### config.mk
export PLATFORM = sky130hd
export DESIGN_NAME = ascon_stream_ctrl
export DESIGN_NICKNAME = d
export VERILOG_FILES = /design/src/rtl/ascon_stream_ctrl_pkg.sv /design/src/rtl/ascon_ct_fifo.sv /design/src/rtl/ascon_stream_ctrl.sv
export SDC_FILE = /design/constraint.sdc
export NUM_CORES = 1
export LEC_CHECK = 0
export CORE_AREA = 4 4 420 422
export CTS_BUF_LIST = sky130_fd_sc_hd__clkbuf_8 sky130_fd_sc_hd__clkbuf_16
export CTS_CLUSTER_DIAMETER = 40
export DETAILED_ROUTE_END_ITERATION = 7
export DIE_AREA = 0 0 424 426
export GPL_TIMING_DRIVEN = 0
export PLACE_DENSITY = 0.35
export SLEW_MARGIN = 40
export SYNTH_ARGS = -nofsm -noshare
export SYNTH_HDL_FRONTEND = slang
export SYNTH_SLANG_ARGS = --single-unit
### constraint.sdc
create_clock -name clk_i -period 4.03 [get_ports clk_i]
set_input_delay 0.806 -clock clk_i [delete_from_list [all_inputs] [get_ports clk_i]]
set_output_delay 0.806 -clock clk_i [all_outputs]
set_load 0.01 [all_outputs]
### src/rtl/ascon_stream_ctrl_pkg.sv
// Shared constants and controller state encoding for the Ascon streaming controller.
package ascon_stream_ctrl_pkg;

   localparam int unsigned CT_W  = 64;
   localparam int unsigned TAG_W = 128;

   typedef logic [2:0] type_ctrl_state;

   localparam type_ctrl_state StIdle    = 3'd0;
   localparam type_ctrl_state StWaitRdy = 3'd1;
   localparam type_ctrl_state StStart   = 3'd2;
   localparam type_ctrl_state StStream  = 3'd3;
   localparam type_ctrl_state StWaitTag = 3'd4;
   localparam type_ctrl_state StTagOut  = 3'd5;

endpackage

### src/rtl/ascon_ct_fifo.sv
// Synchronous FIFO buffering core ciphertext words; push and pop may coincide when full.
module ascon_ct_fifo #(
   parameter int unsigned DEPTH = 4,
   parameter int unsigned WIDTH = 64
) (
   input  logic                    clk_i,
   input  logic                    rst_i,
   input  logic                    push_i,
   input  logic                    pop_i,
   input  logic [WIDTH-1:0]        wdata_i,
   output logic [WIDTH-1:0]        rdata_o,
   output logic                    full_o,
   output logic                    empty_o,
   output logic [$clog2(DEPTH):0]  count_o
);

   localparam int unsigned AW = $clog2(DEPTH);

   logic [WIDTH-1:0] mem_q [DEPTH];
   logic [AW-1:0]    wptr_q, rptr_q;
   logic [AW:0]      count_q;
   logic             do_push, do_pop;

   assign empty_o = (count_q == '0);
   assign full_o  = (count_q == (AW+1)'(DEPTH));
   assign do_pop  = pop_i & ~empty_o;
   assign do_push = push_i & (~full_o | do_pop);
   assign rdata_o = mem_q[rptr_q];
   assign count_o = count_q;

   always_ff @(posedge clk_i) begin
      if (rst_i) begin
         wptr_q  <= '0;
         rptr_q  <= '0;
         count_q <= '0;
      end else begin
         if (do_push) wptr_q <= wptr_q + AW'(1);
         if (do_pop)  rptr_q <= rptr_q + AW'(1);
         case ({do_push, do_pop})
            2'b10:   count_q <= count_q + (AW+1)'(1);
            2'b01:   count_q <= count_q - (AW+1)'(1);
            default: count_q <= count_q;
         endcase
      end
   end

   always_ff @(posedge clk_i) begin
      if (do_push) mem_q[wptr_q] <= wdata_i;
   end

   overflow_a : assert property (@(posedge clk_i) disable iff (rst_i)
      !(push_i && full_o && !pop_i));

endmodule

### src/rtl/ascon_stream_ctrl.sv
// Job sequencer in front of the Ascon AEAD core: starts the core, meters words into it
// with ciphertext credit, buffers ciphertext and holds the tag for downstream.
module ascon_stream_ctrl
   import ascon_stream_ctrl_pkg::*;
#(
   parameter int unsigned BLK_AD_AW = 10,
   parameter int unsigned BLK_PT_AW = 10,
   parameter int unsigned CT_DEPTH  = 4
) (
   input  logic                 clk_i,
   input  logic                 rst_i,
   input  logic                 job_valid_i,
   output logic                 job_ready_o,
   input  logic [127:0]         job_key_i,
   input  logic [127:0]         job_nonce_i,
   input  logic [BLK_AD_AW-1:0] job_ad_size_i,
   input  logic [BLK_PT_AW-1:0] job_pt_size_i,
   input  logic                 in_valid_i,
   output logic                 in_ready_o,
   input  logic [CT_W-1:0]      in_data_i,
   output logic                 ct_valid_o,
   input  logic                 ct_ready_i,
   output logic [CT_W-1:0]      ct_data_o,
   output logic                 tag_valid_o,
   input  logic                 tag_ready_i,
   output logic [TAG_W-1:0]     tag_o,
   output logic                 busy_o,
   output logic                 core_start_o,
   output logic [127:0]         core_key_o,
   output logic [127:0]         core_nonce_o,
   output logic [BLK_AD_AW-1:0] core_ad_size_o,
   output logic [BLK_PT_AW-1:0] core_pt_size_o,
   output logic                 core_data_valid_o,
   output logic [CT_W-1:0]      core_data_o,
   input  logic                 core_data_req_i,
   input  logic                 core_ready_i,
   input  logic                 core_done_i,
   input  logic                 core_ct_valid_i,
   input  logic [CT_W-1:0]      core_ct_i,
   input  logic                 core_tag_valid_i,
   input  logic [TAG_W-1:0]     core_tag_i
);

   localparam int unsigned CNT_W = ((BLK_AD_AW > BLK_PT_AW) ? BLK_AD_AW : BLK_PT_AW) + 1;
   localparam int unsigned FC_W  = $clog2(CT_DEPTH) + 1;

   type_ctrl_state     state_q, state_d;
   logic [CNT_W-1:0]   word_cnt_q, word_cnt_d;
   logic [CNT_W-1:0]   pt_left_q;
   logic [FC_W-1:0]    inflight_q;
   logic               buf_valid_q;
   logic [CT_W-1:0]    buf_data_q;
   logic [TAG_W-1:0]   tag_q;
   logic [127:0]       key_q, nonce_q;
   logic [BLK_AD_AW-1:0] ad_size_q;
   logic [BLK_PT_AW-1:0] pt_size_q;

   logic [FC_W-1:0]    fifo_count;
   logic               fifo_full, fifo_empty;
   logic [CT_W-1:0]    fifo_rdata;
   logic [FC_W:0]      occupancy;
   logic               is_pt, credit_ok, xfer, ct_pop;

   // Remaining words include every PT word, so the head word is PT once cnt <= pt_size.
   assign is_pt     = (word_cnt_q <= pt_left_q);
   assign occupancy = {1'b0, fifo_count} + {1'b0, inflight_q};
   assign credit_ok = ~is_pt | (occupancy < (FC_W+1)'(CT_DEPTH));
   assign xfer      = (state_q == StStream) & core_data_req_i & buf_valid_q & credit_ok;

   // Refill only while more words are still owed, so no stray word lingers past the job.
   assign in_ready_o = (state_q == StStream) &
                       (~buf_valid_q | (xfer & (word_cnt_q != CNT_W'(1))));

   assign job_ready_o       = (state_q == StIdle);
   assign busy_o            = (state_q != StIdle);
   assign core_start_o      = (state_q == StStart);
   assign core_data_valid_o = xfer;
   assign core_data_o       = buf_data_q;
   assign core_key_o        = key_q;
   assign core_nonce_o      = nonce_q;
   assign core_ad_size_o    = ad_size_q;
   assign core_pt_size_o    = pt_size_q;
   assign ct_valid_o        = ~fifo_empty;
   assign ct_data_o         = ct_valid_o ? fifo_rdata : '0;
   assign ct_pop            = ct_valid_o & ct_ready_i;
   assign tag_valid_o       = (state_q == StTagOut) & fifo_empty;
   assign tag_o             = tag_q;

   always_comb begin
      state_d    = state_q;
      word_cnt_d = word_cnt_q;
      case (state_q)
         StIdle: begin
            if (job_valid_i) begin
               state_d    = StWaitRdy;
               word_cnt_d = CNT_W'(job_ad_size_i) + CNT_W'(job_pt_size_i);
            end
         end
         StWaitRdy: if (core_ready_i) state_d = StStart;
         StStart:   state_d = (word_cnt_q == '0) ? StWaitTag : StStream;
         StStream: begin
            if (xfer) begin
               word_cnt_d = word_cnt_q - CNT_W'(1);
               if (word_cnt_q == CNT_W'(1)) state_d = StWaitTag;
            end
         end
         StWaitTag: if (core_tag_valid_i) state_d = StTagOut;
         StTagOut:  if (tag_ready_i & fifo_empty) state_d = StIdle;
         default:   state_d = StIdle;
      endcase
   end

   always_ff @(posedge clk_i) begin
      if (rst_i) begin
         state_q     <= StIdle;
         word_cnt_q  <= '0;
         pt_left_q   <= '0;
         inflight_q  <= '0;
         buf_valid_q <= 1'b0;
         buf_data_q  <= '0;
         tag_q       <= '0;
         key_q       <= '0;
         nonce_q     <= '0;
         ad_size_q   <= '0;
         pt_size_q   <= '0;
      end else begin
         state_q    <= state_d;
         word_cnt_q <= word_cnt_d;
         if (job_valid_i & job_ready_o) begin
            key_q     <= job_key_i;
            nonce_q   <= job_nonce_i;
            ad_size_q <= job_ad_size_i;
            pt_size_q <= job_pt_size_i;
            pt_left_q <= CNT_W'(job_pt_size_i);
         end
         if (in_valid_i & in_ready_o) begin
            buf_valid_q <= 1'b1;
            buf_data_q  <= in_data_i;
         end else if (xfer) begin
            buf_valid_q <= 1'b0;
         end
         case ({xfer & is_pt, core_ct_valid_i})
            2'b10:   inflight_q <= inflight_q + FC_W'(1);
            2'b01:   inflight_q <= inflight_q - FC_W'(1);
            default: inflight_q <= inflight_q;
         endcase
         if ((state_q == StWaitTag) & core_tag_valid_i) tag_q <= core_tag_i;
      end
   end

   ascon_ct_fifo #(
      .DEPTH (CT_DEPTH),
      .WIDTH (CT_W)
   ) u_ct_fifo (
      .clk_i   (clk_i),
      .rst_i   (rst_i),
      .push_i  (core_ct_valid_i),
      .pop_i   (ct_pop),
      .wdata_i (core_ct_i),
      .rdata_o (fifo_rdata),
      .full_o  (fifo_full),
      .empty_o (fifo_empty),
      .count_o (fifo_count)
   );

endmodule

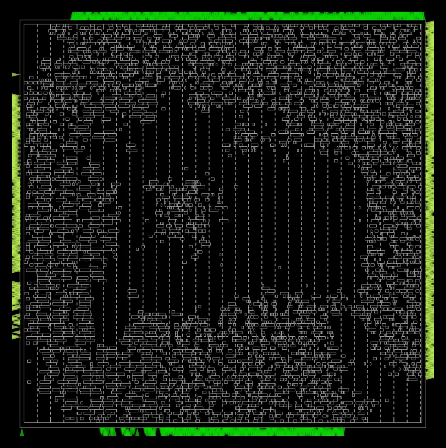
(images/final_placement.png)
row count: 153
Seq area share: 0.364
fin util: 0.279
non-filler cells, final: 6455

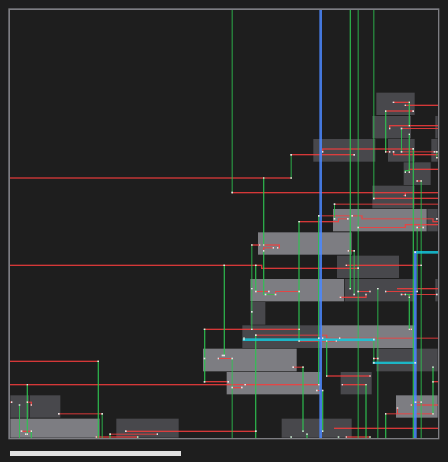
(images/zoom.png)
Scale bar: 20 µm. Region (81, 82) to (131, 132) µm. Cells in gray, sequential cells in the stronger gray; small squares are vias.
Green is met2. Cyan is met3. Red is met1. Blue is met4.
Most frequent: edfxtp_1 (7), buf_12 (3). Sequential cells in the window: 7. 24 logic cells have their middle in the window. Netlist names of flops here include `u_ct_fifo.mem_q` (7).

==> reports/qor.csv <==
stage;metric;value;unit
synth;ys cells;2684;
timing;Fin Clk Skew;0.0300;ns
timing;final setup margin;0.146;ns
synth;Nets at Floorplan;3259;
worst_hold_path;worst hold start;core_key_o[36];
placed_design;Post-DP HPWL;127000;µm
layout;Comb gate area;9540;µm²
worst_setup_path;CP endpoint;in_ready_o;
synth;number of enable flip-flop cells;256;
synth;top_reg_cell synth;dfxtp_1;
cts;Post-CTS Hold Buffers;0;
cts;Bufs on Longest Clock Path;3;
floorplanning;CORE AREA;173000;µm²
synth;most frequent cell after synthesis;nand2_1;
worst_setup_path;crit-path cells;or4_4 > or4_4 > nor4b_4 > nand2_1 > and3_1 > clkdlybuf4s15_2;
placed_design;DP Cell Count;6096;
flow_run;warning total across the stage logs;32;
timing;Final Hold Vio Count;0;
timing;fmax;257;MHz
flow_run;max cap viols;0;
pwr;Seq power;0.00904;W
worst_setup_path;Arr. time, crit path;3.08;ns
layout;number of clock buffers in the layout;192;
pwr;Leak Pwr;16.7;nW
pwr;PD cells;626;nW/µm²
layout;Non-clk invs;27;
timing;final setup vio count;0;
synth;Post-synth seq share;0.630;
global_routing;largest net degree at the start of global routing;30;
synth;Largest type area fraction;0.355;
synth;Mapped Cells;2684;
worst_setup_path;Slowest-stage cell, CP;or4_4;
synth;Post-Syn Area;27900;µm²
worst_setup_path;R2R setup slack;0.77;ns
synth;Post-Syn Area per Cell;10.4;µm²
worst_setup_path;WS Path Type;flop to output port;
placed_design;gpl congestion;0.869;
cts;Num Clock Sinks;751;
cts;CTS tree;built;
global_routing;initial antenna violation count;82;
worst_setup_path;r2r startpoint;pt_left_q[6];
route;Post-DRT Antenna Nets;0;
pwr;clock group share of total power;0.495;
placed_design;DP Area;41800;µm²
cts;clk_lat worst skew;0.80;ns
placed_design;port bufs;1078;
layout;post-route cell area;48300;µm²
cts;CTS Root Cell;clkbuf_16;
floorplanning;tap cells;2325;
worst_setup_path;r2r endpoint;inflight_q[2];
timing;cycle use final;0.964;
cts;clock-pin transition on the worst setup and hold timing paths;0.04;ns
layout;register area;17600;µm²
run_status;status;completed;
route;drt pass-1 iters;7;
synth;Synth area leaders;dfxtp_1, edfxtp_1, nand2_1, a21oi_1, mux4_2;
layout;largest class;flip-flops and latches;
synth;yosys stat chip area;27900;µm²
global_routing;vias in the first global route;25040;
timing;unrepaired setup endpoints after global routing;false;
timing;Hold Slack;0.451;ns
pwr;register share of total power;0.299;
worst_setup_path;Worst Setup SP;word_cnt_q[4];
worst_setup_path;Startpoint Class;flop;
route;Avg WL per Cell;24.5;µm
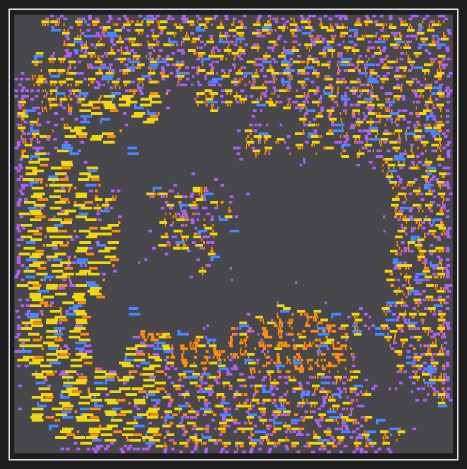
(images/cell_classes.png)
Fill, decap, tap and diode cells in gray.
Orange is all other logic, cells 1750, share of their area 21%. Purple is other buffers and delay cells, cells 1272, share of their area 26%. Blue is clock drivers and dummy loads, cells 327, share of their area 14%. Yellow is flip-flops, cells 751, share of their area 39%.

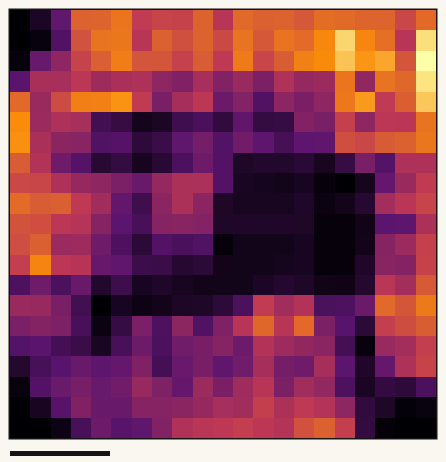
(images/wire_density.png)
Scale bar: 100 µm. The die is cut into 21 by 21 equal tiles; black is low, pale yellow is high, scaled to the fullest tile. Values are wire area over tile area, all layers added.
The mean over all tiles is 0.15. The emptiest ninth of the die: center. 25% of the tiles are over half the peak. The fullest tile reaches 0.42.
DRT Wirelength: 158000 µm
GRT Total Usage: 0.168
DR vias: 24793

==> layer usage <==
| layer | wire length, µm | GRT usage |
|---|---|---|
| met1 | 61000 | 0.190 |
| met2 | 75700 | 0.274 |
| met3 | 15800 | 0.0766 |
| met4 | 5300 | 0.0715 |
| met5 | 180 | 0 |
==> worst max-delay path, delay by kind of cell, from the launching register on <==
family,cells,cell delay (ns)
and+or+nand+nor,5,1.71
DFF,1,0.35
buffers and inverters,1,0.24
==> kinds of logic (layout without fill, tap and decap cells) <==
kind of cell,after synthesis,count (layout),share of synthesized area
other,0,30,0
adder cells (fa/ha/maj),32,32,0.0151
XOR/XNOR,13,13,0.00408
AND-OR/OR-AND,486,486,0.0909
AND/OR/NAND/NOR,1062,1062,0.155
multiplexers,130,130,0.0753
buffers and inverters,210,1626,0.0299
flip-flops,751,751,0.630
No activity file was given, so power comes from the tool's default toggle rates.
